==> run_1/port_nets.png <==
Scale bar: 20 microns.
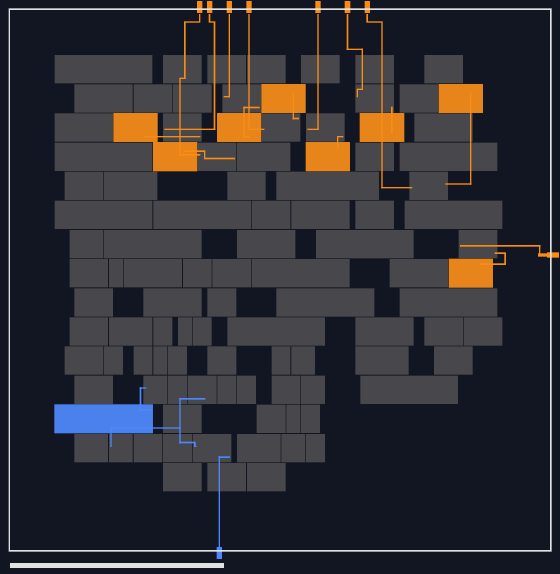
==> run_1/final_congestion.png <==
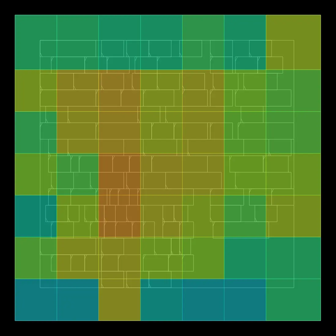
==> run_1/met1.png <==
Scale bar: 20 microns.
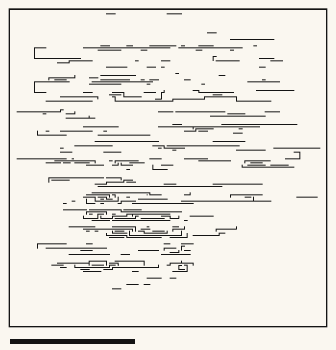
<file path="config.mk">
export PLATFORM = sky130hd
export DESIGN_NAME = mux2_rr_arbiter
export DESIGN_NICKNAME = d
export VERILOG_FILES = /design/src/rtl/mux_arb_pkg.sv /design/src/rtl/mux_out_reg.sv /design/src/rtl/mux2_rr_arbiter.sv
export SDC_FILE = /design/constraint.sdc
export NUM_CORES = 1
export LEC_CHECK = 0
export CAP_MARGIN = 20
export CORE_MARGIN = 4
export CORE_UTILIZATION = 45
export CTS_BUF_LIST = sky130_fd_sc_hd__clkbuf_8
export CTS_CLUSTER_SIZE = 10
export DETAILED_ROUTE_END_ITERATION = 10
export PLACE_DENSITY = 0.84
export SLEW_MARGIN = 20
export SYNTH_ARGS = -nofsm -noshare
export SYNTH_HDL_FRONTEND = slang
export SYNTH_HIERARCHICAL = 1
export SYNTH_SLANG_ARGS = --single-unit
</file>
<file path="constraint.sdc">
create_clock -name clk -period 3.35 [get_ports clk]
set_input_delay 0.67 -clock clk [delete_from_list [all_inputs] [get_ports clk]]
set_output_delay 0.67 -clock clk [all_outputs]
set_load 0.005 [all_outputs]
</file>
<file path="src/rtl/mux_arb_pkg.sv">
// mux_arb_pkg: shared definitions for the two-requester round-robin mux arbiter.
//   arb_state_t : arbiter FSM states (IDLE, GRANT_A, GRANT_B)
//   SEL_A/SEL_B : mux select encodings (0 = requester A, 1 = requester B)
package mux_arb_pkg;

  typedef enum logic [1:0] {
    IDLE    = 2'd0,
    GRANT_A = 2'd1,
    GRANT_B = 2'd2
  } arb_state_t;

  localparam logic SEL_A = 1'b0;
  localparam logic SEL_B = 1'b1;

endpackage : mux_arb_pkg

</file>
<file path="src/rtl/mux_out_reg.sv">
// mux_out_reg: single-entry valid/ready output register.
//   Holds one beat (data + last). A load always wins over a drain, so a
//   drain and a load in the same cycle keep the slot full with the new beat.
// Ports:
//   clk, rst_n     : clock, asynchronous active-low reset
//   i_load         : a beat is accepted this cycle (caller guarantees slot free or draining)
//   i_data, i_last : beat contents to load
//   i_ready        : downstream ready
//   o_valid, o_data, o_last : registered output beat
module mux_out_reg #(
  parameter int DATA_W = 8
) (
  input  logic              clk,
  input  logic              rst_n,
  input  logic              i_load,
  input  logic [DATA_W-1:0] i_data,
  input  logic              i_last,
  input  logic              i_ready,
  output logic              o_valid,
  output logic [DATA_W-1:0] o_data,
  output logic              o_last
);

  logic              r_valid;
  logic [DATA_W-1:0] r_data;
  logic              r_last;

  // Output slot: loaded by an accepted beat, emptied when drained without a reload
  always_ff @(posedge clk or negedge rst_n) begin
    if (!rst_n) begin
      r_valid <= 1'b0;
      r_data  <= '0;
      r_last  <= 1'b0;
    end else if (i_load) begin
      r_valid <= 1'b1;
      r_data  <= i_data;
      r_last  <= i_last;
    end else if (r_valid && i_ready) begin
      r_valid <= 1'b0;
    end
  end

  assign o_valid = r_valid;
  assign o_data  = r_data;
  assign o_last  = r_last;

endmodule : mux_out_reg

</file>
<file path="src/rtl/mux2_rr_arbiter.sv">
// mux2_rr_arbiter: round-robin packet arbiter sequencing a shared 2:1 data mux.
//   A grant is held for a whole packet (until the accepted beat carrying last);
//   when both sides contend in IDLE the side that did not win last time wins.
// Ports:
//   clk, rst_n                 : clock, asynchronous active-low reset
//   a_valid/a_data/a_last      : requester A beat;  a_ready: A beat accepted
//   b_valid/b_data/b_last      : requester B beat;  b_ready: B beat accepted
//   out_valid/out_data/out_last: registered output beat; out_ready from downstream
//   sel                        : mux select (0 = A, 1 = B), stable for a packet
//   busy                       : a packet grant is held
module mux2_rr_arbiter
  import mux_arb_pkg::*;
#(
  parameter int DATA_W = 8
) (
  input  logic              clk,
  input  logic              rst_n,
  input  logic              a_valid,
  input  logic [DATA_W-1:0] a_data,
  input  logic              a_last,
  output logic              a_ready,
  input  logic              b_valid,
  input  logic [DATA_W-1:0] b_data,
  input  logic              b_last,
  output logic              b_ready,
  output logic              out_valid,
  output logic [DATA_W-1:0] out_data,
  output logic              out_last,
  input  logic              out_ready,
  output logic              sel,
  output logic              busy
);

  arb_state_t r_state;
  logic       r_prio_last;
  logic       r_sel;
  logic       r_busy;

  logic              w_slot_free;
  logic              w_acc_a;
  logic              w_acc_b;
  logic              w_load;
  logic [DATA_W-1:0] w_mux_data;
  logic              w_mux_last;

  // Output slot can take a beat if empty or being drained this cycle
  assign w_slot_free = !out_valid || out_ready;

  assign a_ready = (r_state == GRANT_A) && w_slot_free;
  assign b_ready = (r_state == GRANT_B) && w_slot_free;

  assign w_acc_a = a_valid && a_ready;
  assign w_acc_b = b_valid && b_ready;
  assign w_load  = w_acc_a || w_acc_b;

  // The shared 2:1 mux; r_sel always matches the granted side
  assign w_mux_data = (r_sel == SEL_B) ? b_data : a_data;
  assign w_mux_last = (r_sel == SEL_B) ? b_last : a_last;

  // Arbitration FSM: select, priority and busy all change only with the state
  always_ff @(posedge clk or negedge rst_n) begin
    if (!rst_n) begin
      r_state     <= IDLE;
      r_prio_last <= SEL_B;
      r_sel       <= SEL_A;
      r_busy      <= 1'b0;
    end else begin
      case (r_state)
        IDLE: begin
          // A wins if alone, or on contention when B won last time
          if (a_valid && (!b_valid || r_prio_last == SEL_B)) begin
            r_state     <= GRANT_A;
            r_sel       <= SEL_A;
            r_prio_last <= SEL_A;
            r_busy      <= 1'b1;
          end else if (b_valid) begin
            r_state     <= GRANT_B;
            r_sel       <= SEL_B;
            r_prio_last <= SEL_B;
            r_busy      <= 1'b1;
          end
        end
        GRANT_A: begin
          if (w_acc_a && a_last) begin
            r_state <= IDLE;
            r_busy  <= 1'b0;
          end
        end
        GRANT_B: begin
          if (w_acc_b && b_last) begin
            r_state <= IDLE;
            r_busy  <= 1'b0;
          end
        end
        default: begin
          r_state <= IDLE;
          r_busy  <= 1'b0;
        end
      endcase
    end
  end

  assign sel  = r_sel;
  assign busy = r_busy;

  mux_out_reg #(
    .DATA_W (DATA_W)
  ) u_out_reg (
    .clk     (clk),
    .rst_n   (rst_n),
    .i_load  (w_load),
    .i_data  (w_mux_data),
    .i_last  (w_mux_last),
    .i_ready (out_ready),
    .o_valid (out_valid),
    .o_data  (out_data),
    .o_last  (out_last)
  );

endmodule : mux2_rr_arbiter

</file>
==> metrics.cfg, run 1 <==
[yosys]
yosys_warnings = 6
syn_area_per_cell_sq_um = 12.6
ys_cells = 64
synth_flop_count = 15
ys_types = 21
yosysChipArea_sq_um = 810
synth_cells = 64
synthesis.area_sq_um = 810
postSynthNetCount = 87
synth_seq_share_pct = 46.5

[run]
warnings = 26
maxCapViolCount = 0

[power]
vdd_drop_max_mv = 0.571
power_density_nw_per_um2 = 840
p_leak_uw = 0.000507
power_uw = 1040

[detailed_routing]
remaining_drc_errors = 0
dr.first_iter.drc_count = 11
dr.pass1.iters = 4
ant_nets = 0
avgViaCountPerCell = 4.98

[finish]
layout_top_cells = clkdlybuf4s50_1 (36), dfrtp_1 (14), mux2_2 (9), mux2_4 (9), a21oi_1 (5)
drive_above_1_share_pct = 26.2
area_growth_pct = 52.7
fin_area_sq_um = 1240
diodes = 0
fill_cells = 115
final_common_cell = clkdlybuf4s50_1
final_net_count = 127

[setup_path]
crit_buf_inv = 2
required_ns = 2.68
cp.arrival_ns = 1.98
worstPathCellList = clkdlybuf4s50_1 > nor2b_2 > nor3b_1 > clkdlybuf4s50_1
end_kind = output port
cp_top_family = buffers and inverters
cpMaxStageDelayCell = clkdlybuf4s50_1
path_class = input port to output port
crit_path_max_incr_delay_ns = 0.53
critical_path.most_common_cell = clkdlybuf4s50_1
cp-start-kind = input port
worstPathMaxFanout = 7

[place]
gp_congestion = 0.810
place_area_sq_um = 1190
hpwl_mm = 1.39
pre_cts_slack_ns = 0.728

[die]
fp_util_pct = 47.4
core_sq_um = 1710
fp-row-count = 15
dieArea_sq_um = 2540
die_w_microns = 50.4
fp.dieH_microns = 50.4

[grt]
grt_max_degree = 16
globalRoute.totalOverflow = 0
first_global_vias = 669
grt_pass1_wl_mm = 2.96
antenna_found_initial = 0

[final_timing]
slew_viol_final = 0
setup_ws_ns = 0.700
hold_violations = 0
setup_viol = 0
period_used_pct = 79.1
relSlewSlack_pct = 54.2
clock.fmax_mhz = 377
worst_pin_slew_ns = 0.685
rsz0062_at_grt = false
fin_skew_ns = 0.000988
fin_crit_ns = 2.65
tns_ns = 0

[clock_network]
cts_tree = built
cts_htree_levels = 1
cts_setup_buffers = 0
cts_root_buf = clkbuf_8
clockBufferDepth = 2
numCtsBuffers = 3
worst_skew_pair.late_latency_ns = 0.25
cts.sinks = 15
hold_buffers = 0
path_clk_slew_ns = 0.06
cts_resized = 0

[min_path]
min_path_type = register to register

[outcome]
status = completed

Back to the opening pictures, port_nets.png:
blue -> busy  # bits 1, direction output, edge bottom, end cells 1, buffers 1, wire 29.0 microns
orange -> b_data  # bits 8, direction input, edge 7 top, 1 right, end cells 8, buffers 8, wire 140 microns
Port Buffers: 36
I/O Pins: 37

Back to the opening pictures, final_congestion.png:
post-route core utilization: 72.4%
gr usage total: 15.8%
routed len/inst: 14.9 microns
GR peak layer: met2
GRT met1 Usage: 18.6%

Back to the opening pictures, met1.png:
main direction = horizontal
nets with wire on the layer = 114
longest straight run = 19.8 microns
wire length on this layer = 804 microns
via count: 638
drt total wl: 1.90 mm

## run 1: power by group
group | switching [uW] | internal (uW)
Combinational | 153 | 365
Sequential | 101 | 275
Clock | 61.1 | 82.3
## run 1: cells in the mapped netlist
master	count	area, sq um
o31ai_1	1	7.51
a21o_2	1	8.76
nand3b_1	4	30.0
mux2_4	9	135
mux2_2	9	101
nand2_1	3	11.3
dfrtp_1	14	350
buf_6	1	11.3
dfstp_2	1	26.3
a21oi_1	5	25.0
o21ai_1	1	5.00
o21ai_0	3	15.0
buf_4	1	7.51
a31oi_1	2	12.5
inv_1	1	3.75
nor2_4	1	11.3
nor2b_1	2	12.5
nand2b_1	1	6.26
nor3b_1	2	15.0
nor2b_2	1	8.76
nand3_1	1	5.00
## run 1: final timing paths
kind                                          start             endpoint  slack, ns  cells after the start
min in group asynchronous                     rst_n  u_out_reg/o_data[7]       0.84                      1
worst max register to register           r_state[0]  u_out_reg/o_data[4]       1.80                      4
worst max-delay path                      out_ready              b_ready       0.70                      4
max in group asynchronous                     rst_n  u_out_reg/o_data[6]       2.08                      1
worst min register to register  u_out_reg/o_data[7]  u_out_reg/o_data[7]       0.51                      1
worst min-delay path            u_out_reg/o_data[7]  u_out_reg/o_data[7]       0.51                      1
## run 1: stage by stage
step                      cells  hold slack (ns)
final                       128            0.509
after global routing        128            0.525
after CTS                   128            0.512
after detailed placement    124            0.492
after global placement      124            0.493
after floorplan              64            0.374
## run 1: logic make-up after synthesis
family | count (synthesis) | synth area share, %
AOI/OAI and AO/OA | 13 | 9.12
buffers and inverters | 3 | 2.78
DFF | 15 | 46.5
muxes | 18 | 29.2
and+or+nand+nor | 15 | 12.4
## run 1: sequential cells by signal, indices dropped and copies added (netlist names)
| signal | cells |
|---|---|
| u_out_reg/o_last | 1 |
| busy | 1 |
| u_out_reg/o_data | 8 |
| r_prio_last | 1 |
| sel | 1 |
| r_state | 2 |
| u_out_reg/o_valid | 1 |
## run 1: metal layers
metal	vias to the layer above	track usage, %	part of all wire [%]
met3	3	5.64	4.5
li1	310	-	-
met4	0	4.04	0.84
met2	14	27.0	52
met5	-	0	0
met1	311	18.6	42
## run 1: layout make-up
cell class	count	area [sq um]	share of cell area (%)
repair buffers	37	368	29.8
flip-flops and latches	15	377	30.5
well taps	25	31.3	2.53
clock buffers	3	41.3	3.34
multi-input cells	46	410	33.2
clock inverters	1	5.00	0.405
inverters	1	3.75	0.304
--- run 2 (diff from run 1) ---
CORE_UTILIZATION = 38   (was 45)
PLACE_DENSITY = 0.75   (was 0.84)
clock period = 2.4 ns   (was 3.35 ns; I/O delays follow)
==> run_2/met2.png <==
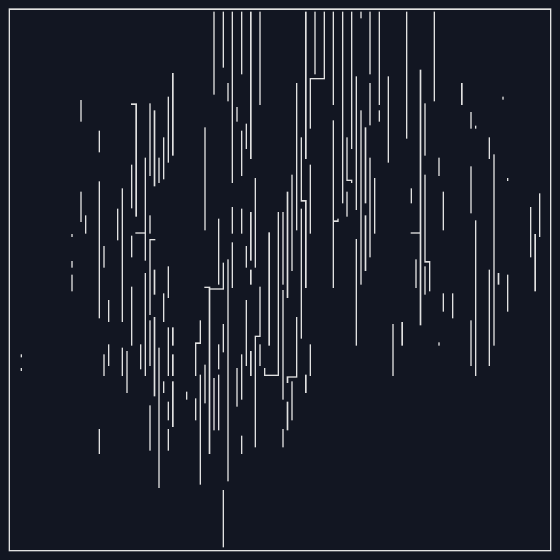
main direction = vertical
wire length on this layer = 950 microns
longest straight run = 25.5 microns
share of all routed wire = 50%
nets with wire on the layer = 118
drt total wl: 1.90 mm
GRT met2 Usage: 22.9%
via count: 657

==> metrics.cfg, run 2 <==
[die]
fp.dieH_microns = 54.2  ; +7.4%
ioPinCount = 37  ; unchanged
dieArea_sq_um = 2930  ; +15%
core_sq_um = 2000  ; +17%

[grt]
met3_usage_pct = 3.32  ; -2.3 points
globalRoute.totalOverflow = 0  ; unchanged
antenna_found_initial = 0  ; unchanged
use_met1_pct = 18.5  ; -0.12 points
first_global_vias = 638  ; -4.6%
grt_max_degree = 16  ; unchanged

[yosys]
yosys_warnings = 6  ; unchanged
synthArstFlopShare_pct = 100  ; unchanged
ys_top_logic_family = multiplexers
common_cells = dfrtp_1 (14), mux2_2 (9), mux2_4 (9)
synth-edff-count = 0  ; unchanged
post-synth-top-area-fraction_pct = 43.3  ; unchanged
ff_type = dfrtp_1
yosysChipArea_sq_um = 810  ; unchanged
synth_flop_count = 15  ; unchanged
synth_cells = 64  ; unchanged
synthesis.area_sq_um = 810  ; unchanged
synth_compound_gate_area_share_pct = 9.12  ; unchanged
ys_cells = 64  ; unchanged
yosys.area_share.simple_pct = 12.4  ; unchanged
postSynthNetCount = 87  ; unchanged

[run]
warnings = 26  ; unchanged
maxCapViolCount = 0  ; unchanged

[clock_network]
cts.sinks = 15  ; unchanged
path_clk_slew_ns = 0.06  ; about the same
cts_root_buf = clkbuf_8
clockBufferDepth = 2  ; unchanged
hold_buffers = 0  ; unchanged
cts_resized = 0  ; unchanged
cts_setup_buffers = 0  ; unchanged
numCtsBuffers = 3  ; unchanged
worst_skew_pair.late_latency_ns = 0.24  ; about the same
cts_htree_levels = 1  ; unchanged
cts_tree = built

[finish]
fill_cells = 173  ; +50%
comb_area_sq_um = 410  ; unchanged
regArea_sq_um = 377  ; unchanged
largest_register_ffs = 8  ; unchanged
post-route-util_pct = 63.0  ; -9.4 points
layout_top_cells = clkdlybuf4s50_1 (36), dfrtp_1 (14), mux2_2 (9), mux2_4 (9), a21oi_1 (5)
final_common_cell = clkdlybuf4s50_1

[setup_path]
reg2reg_slack_ns = 0.87  ; -0.93 ns
cp-start-kind = input port
cp.arrival_ns = 1.76  ; -0.22 ns
cp_top_family = buffers and inverters
end_kind = output port
rr_endpoint = u_out_reg/o_data[6]
worstPathCellList = clkdlybuf4s50_1 > nor2b_2 > nor3b_1 > clkdlybuf4s50_1
crit_path_max_incr_delay_ns = 0.53  ; about the same
path_class = input port to output port
crit_buf_inv = 2  ; unchanged
cp-startpoint = out_ready
cpMaxStageDelayCell = clkdlybuf4s50_1
required_ns = 1.92  ; -0.76 ns

[detailed_routing]
dr.pass1.iters = 3  ; -1
avgRoutedWirePerCell_microns = 14.3  ; -4.1%
remaining_drc_errors = 0  ; unchanged
ant_nets = 0  ; unchanged
dr.first_iter.drc_count = 11  ; unchanged

[final_timing]
clock.fmax_mhz = 447
slew_viol_final = 0  ; unchanged
fin_crit_ns = 2.24
worst_pin_slew_ns = 0.665  ; -0.0193 ns
hold_ws_ns = 0.509  ; +0.000295 ns
tns_ns = 0  ; unchanged
hold_violations = 0  ; unchanged
rsz0062_at_grt = false
fin_skew_ns = 0.00176  ; +0.000772 ns
relSlewSlack_pct = 55.5  ; +1.3 points

[min_path]
whs_endpoint = u_out_reg/o_data[5]
hold_path_depth = 1  ; unchanged
min_path_type = register to register

[power]
power_density_nw_per_um2 = 1160  ; +38%
vdd_drop_max_mv = 0.705  ; +23%

[place]
hpwl_mm = 1.47  ; +5.5%
gp_congestion = 0.777  ; -4.1%

[outcome]
status = completed

==> run_2/port_nets.png <==
Scale bar: 20 microns.
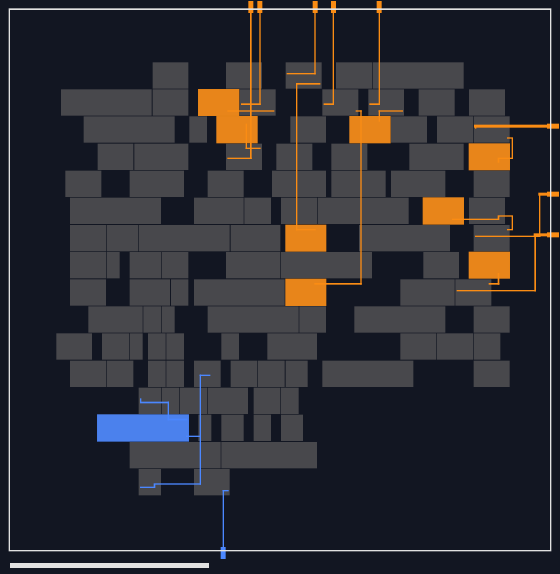
orange -> b_data  # bits 8, direction input, edge 5 top, 3 right, end cells 8, buffers 8, wire 158 microns
blue -> busy  # bits 1, direction output, edge bottom, end cells 1, buffers 1, wire 32.2 microns

==> run 2: cell types whose count changed in the layout (fill, tap and decap cells not counted) <==
cell and delta:
buf_4 +3
==> run 2: worst register-to-register path, cell delays in order (launching register included) <==
cell	delay [ns]
dfrtp_1	0.48
nand3b_1	0.22
a21oi_1	0.16
buf_4	0.23
mux2_4	0.32
==> run 2: final cells by class <==
type / instances / share of cell area (%)
well taps: 27 / 2.68
clock buffers: 3 / 3.27
clock inverters: 1 / 0.397
repair buffers: 40 / 31.0
inverters: 1 / 0.298
flip-flops and latches: 15 / 29.9
multi-input cells: 46 / 32.5
==> run 2: worst max-delay path by stage <==
stage	end	slack (ns)	cells past startpoint
2_1_floorplan	u_out_reg/o_data[0]	1.01	4
3_3_place_gp	a_ready	0.18	4
3_5_place_dp	a_ready	0.16	4
4_1_cts	a_ready	0.14	4
5_1_grt	a_ready	0.09	4
6_report	a_ready	0.16	4
==> run 2: power by group through the flow <==
stage	Combinational (uW)	Clock (uW)	Sequential, uW
2_1_floorplan	436	0	484
3_3_place_gp	765	0	482
3_5_place_dp	773	0	491
4_1_cts	780	210	489
5_1_grt	828	227	508
6_report	768	205	489
==> run 2: cell families after synthesis <==
logic type	count (synthesis)
compound gates	13
buf+inv	3
flops	15
simple gates	15
mux	18
==> run 2: per-stage QoR <==
step                      instances  power, uW  instance area, sq um  setup WS (ns)
final                           133       1460                  1260          0.161
after global routing            133       1560                  1260         0.0868
after CTS                       133       1480                  1260          0.138
after detailed placement        129       1260                  1210          0.158
after global placement          129       1250                  1210          0.177
after floorplan                  64        919                   810           1.01
==> run 2: per-layer routing <==
layer | wire [microns] | vias to the layer above
met2 | 950 | 21
li1 | - | 316
met5 | 0 | -
met3 | 120 | 2
met4 | 19 | 0
met1 | 806 | 318
--- run 3 (diff from run 2) ---
PLACE_DENSITY = 0.87   (was 0.75)
==> run_3/port_nets.png <==
Scale bar: 20 microns.
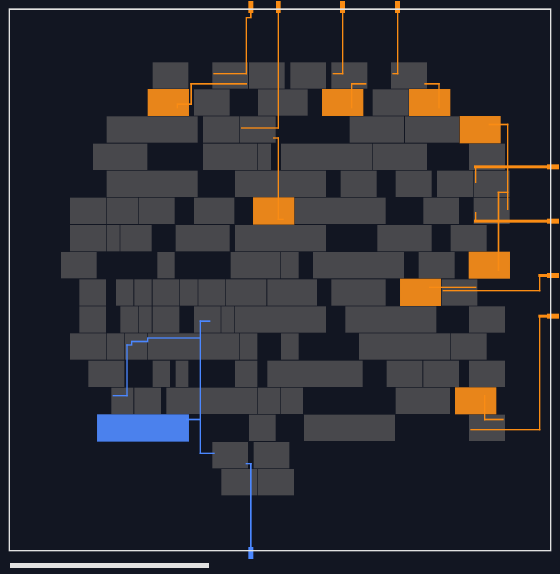
orange -> b_data  # bits 8, direction input, edge 4 top, 4 right, end cells 8, buffers 8, wire 140 microns
blue -> busy  # bits 1, direction output, edge bottom, end cells 1, buffers 1, wire 40.2 microns

==> run_3/met1.png <==
Scale bar: 20 microns.
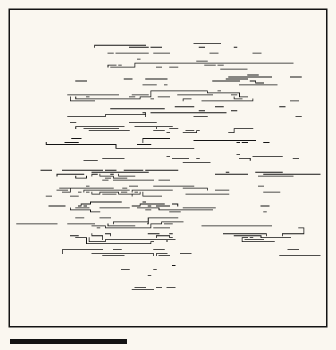
main direction = horizontal
longest straight run = 27.1 microns
nets with wire on the layer = 101
share of all routed wire = 38%
wire length on this layer = 768 microns
GRT met1 Usage: 17.6%
via count: 655
drt total wl: 2.01 mm

==> metrics.cfg, run 3 <==
[outcome]
status = completed

[grt]
grt_util_met2_pct = 26.7  ; +3.8 points
met3_usage_pct = 4.16  ; +0.83 points
grt_use_total_pct = 15.3
globalRoute.totalOverflow = 0  ; unchanged
grt_pass1_wl_mm = 3.14
first_global_vias = 671  ; +5.2%
busiest_layer = met2
antenna_found_initial = 0  ; unchanged
grt_max_degree = 16  ; unchanged

[yosys]
syn_area_per_cell_sq_um = 12.6
yosysChipArea_sq_um = 810  ; unchanged
common_cells = dfrtp_1 (14), mux2_2 (9), mux2_4 (9)
ys_types = 21
synthesis.area_sq_um = 810  ; unchanged
synth_top_cell_by_count = dfrtp_1
ys_cells = 64  ; unchanged
synth_flop_count = 15  ; unchanged
synth_cells = 64  ; unchanged
largest_area_cell = dfrtp_1
synth_seq_share_pct = 46.5
synth-edff-count = 0  ; unchanged
synthArstFlopShare_pct = 100  ; unchanged
postSynthNetCount = 87  ; unchanged
post-synth-top-area-fraction_pct = 43.3  ; unchanged
yosys_warnings = 6  ; unchanged
ff_type = dfrtp_1
top_cells_by_area = dfrtp_1 (43%), mux2_4 (17%), mux2_2 (13%)

[clock_network]
worst_skew_pair.late_latency_ns = 0.24  ; about the same
cts_resized = 0  ; unchanged
path_clk_slew_ns = 0.06  ; about the same
cts.sinks = 15  ; unchanged
cts_tree = built
cts_setup_buffers = 0  ; unchanged
cts_root_buf = clkbuf_8
numCtsBuffers = 3  ; unchanged
cts_htree_levels = 1  ; unchanged
hold_buffers = 0  ; unchanged
clockBufferDepth = 2  ; unchanged

[finish]
finalNonFillerCells = 130  ; -2.3%
post-route-util_pct = 61.8  ; -1.2 points
final_common_cell = clkdlybuf4s50_1
largest_register_ffs = 8  ; unchanged
diodes = 0
layout_top_cells = clkdlybuf4s50_1 (36), dfrtp_1 (14), mux2_2 (9), mux2_4 (9), a21oi_1 (5)
final_net_count = 127
area_growth_pct = 52.9
drive_above_1_share_pct = 25.2
fill_cells = 167  ; -3.5%

[final_timing]
relSlewSlack_pct = 57.3  ; +1.8 points
hold_violations = 0  ; unchanged
tns_ns = 0  ; unchanged
clock.fmax_mhz = 449  ; +0.44%
worst_pin_slew_ns = 0.639  ; -0.0262 ns
rsz0062_at_grt = false
fin_crit_ns = 2.23  ; -0.00989 ns
setup_viol = 0
fin_skew_ns = 0.00351  ; +0.00175 ns
slew_viol_final = 0  ; unchanged
period_used_pct = 92.9

[run]
warnings = 26  ; unchanged
maxCapViolCount = 0  ; unchanged

[power]
pwr-share-seq_pct = 36.1
cellInternalPower_uw = 1010
p_leak_uw = 0.000508
vdd_drop_max_mv = 0.685  ; -2.8%
power_density_nw_per_um2 = 1170  ; +0.98%
combPwrFrac_pct = 50.6
p_clk_share_pct = 13.3
p_switching_uw = 441
swShare_pct = 30.5

[detailed_routing]
avgRoutedWirePerCell_microns = 15.4  ; +8.3%
dr.pass1.iters = 3  ; unchanged
dr.first_iter.drc_count = 7  ; -4
remaining_drc_errors = 0  ; unchanged
avgViaCountPerCell = 5.04
ant_nets = 0  ; unchanged

[die]
core_sq_um = 2000  ; unchanged
fp_util_pct = 40.4
dieArea_sq_um = 2930  ; unchanged
die_w_microns = 54.2
fp-row-count = 16
fp.dieH_microns = 54.2  ; unchanged
ioPinCount = 37  ; unchanged

[place]
port_buffers = 36
hpwl_mm = 1.53  ; +4.4%
dp_cells = 126  ; -2.3%
gp_congestion = 0.830  ; +6.8%

[setup_path]
worstPathMaxFanout = 7
cp-start-kind = input port
end_kind = output port
reg2reg_depth = 4
cp.arrival_ns = 1.75  ; about the same
required_ns = 1.92  ; about the same
path_class = input port to output port

[min_path]
min_path_type = register to register
hold_path_depth = 1  ; unchanged

[run 3: cell counts after synthesis]
Identical to the previous run, type by type.
[run 3: worst max-delay path, stage by stage]
cell and delay, ns:
clkdlybuf4s50_1 0.49, nor2b_2 0.07, nor3b_1 0.18, clkdlybuf4s50_1 0.53
[run 3: path summary, 6_finish.rpt]
| check | startpoint | to | slack [ns] |
|---|---|---|---|
| worst max register to register | r_state[0] | u_out_reg/o_data[3] | 0.86 |
| worst min-delay path | u_out_reg/o_valid | u_out_reg/o_valid | 0.51 |
| max in group asynchronous | rst_n | u_out_reg/o_data[2] | 1.35 |
| worst min register to register | u_out_reg/o_valid | u_out_reg/o_valid | 0.51 |
| min in group asynchronous | rst_n | sel | 0.64 |
| worst max-delay path | out_ready | b_ready | 0.17 |
[run 3: cell type report]
class / count / area, sq um / area share (%)
Timing Repair Buffer: 37 / 368 / 29.7
Clock inverter: 1 / 3.75 / 0.303
Clock buffer: 3 / 41.3 / 3.34
Tap cell: 27 / 33.8 / 2.73
Sequential cell: 15 / 377 / 30.4
Multi-Input combinational cell: 46 / 410 / 33.2
Inverter: 1 / 3.75 / 0.303
[run 3: power by group through the flow]
stage	clock, uW	combinational [uW]	sequential (uW)
after floorplan	0	436	484
after global placement	0	711	511
after detailed placement	0	735	526
after CTS	196	743	525
after global routing	210	795	545
final	193	732	522
[run 3: through the flow]
stage / setup WS [ns] / area, sq um / hold WS, ns / power [uW]
floorplan: 1.01 / 810 / 0.184 / 919
global placement: 0.181 / 1190 / 0.493 / 1220
detailed placement: 0.167 / 1190 / 0.496 / 1260
CTS: 0.157 / 1240 / 0.509 / 1460
global route: 0.0420 / 1240 / 0.534 / 1550
finish: 0.171 / 1240 / 0.508 / 1450
[run 3: cells by family (layout without fill, tap and decap cells)]
kind of cell,count (synthesis),count (layout),synth area share [%]
muxes,18,18,29.2
and+or+nand+nor,15,15,12.4
buffers and inverters,3,42,2.78
AOI/OAI and AO/OA,13,13,9.12
DFF,15,15,46.5
[run 3: layer usage]
metal	part of all wire (%)	vias up	routed length [microns]
li1	-	309	-
met2	53	23	1060
met3	8.9	0	179
met5	0	-	0
met1	38	323	768
met4	0	0	0

==> screenshots <==
Signal wires on met3.
image #1
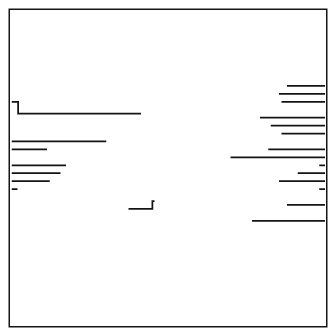
image #2
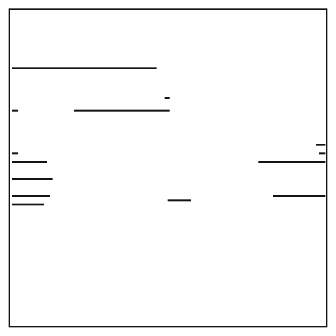
- run 3 = image #1
- run 1 = image #2

Power figures rest on the tool's default switching activity, not on a simulated workload.
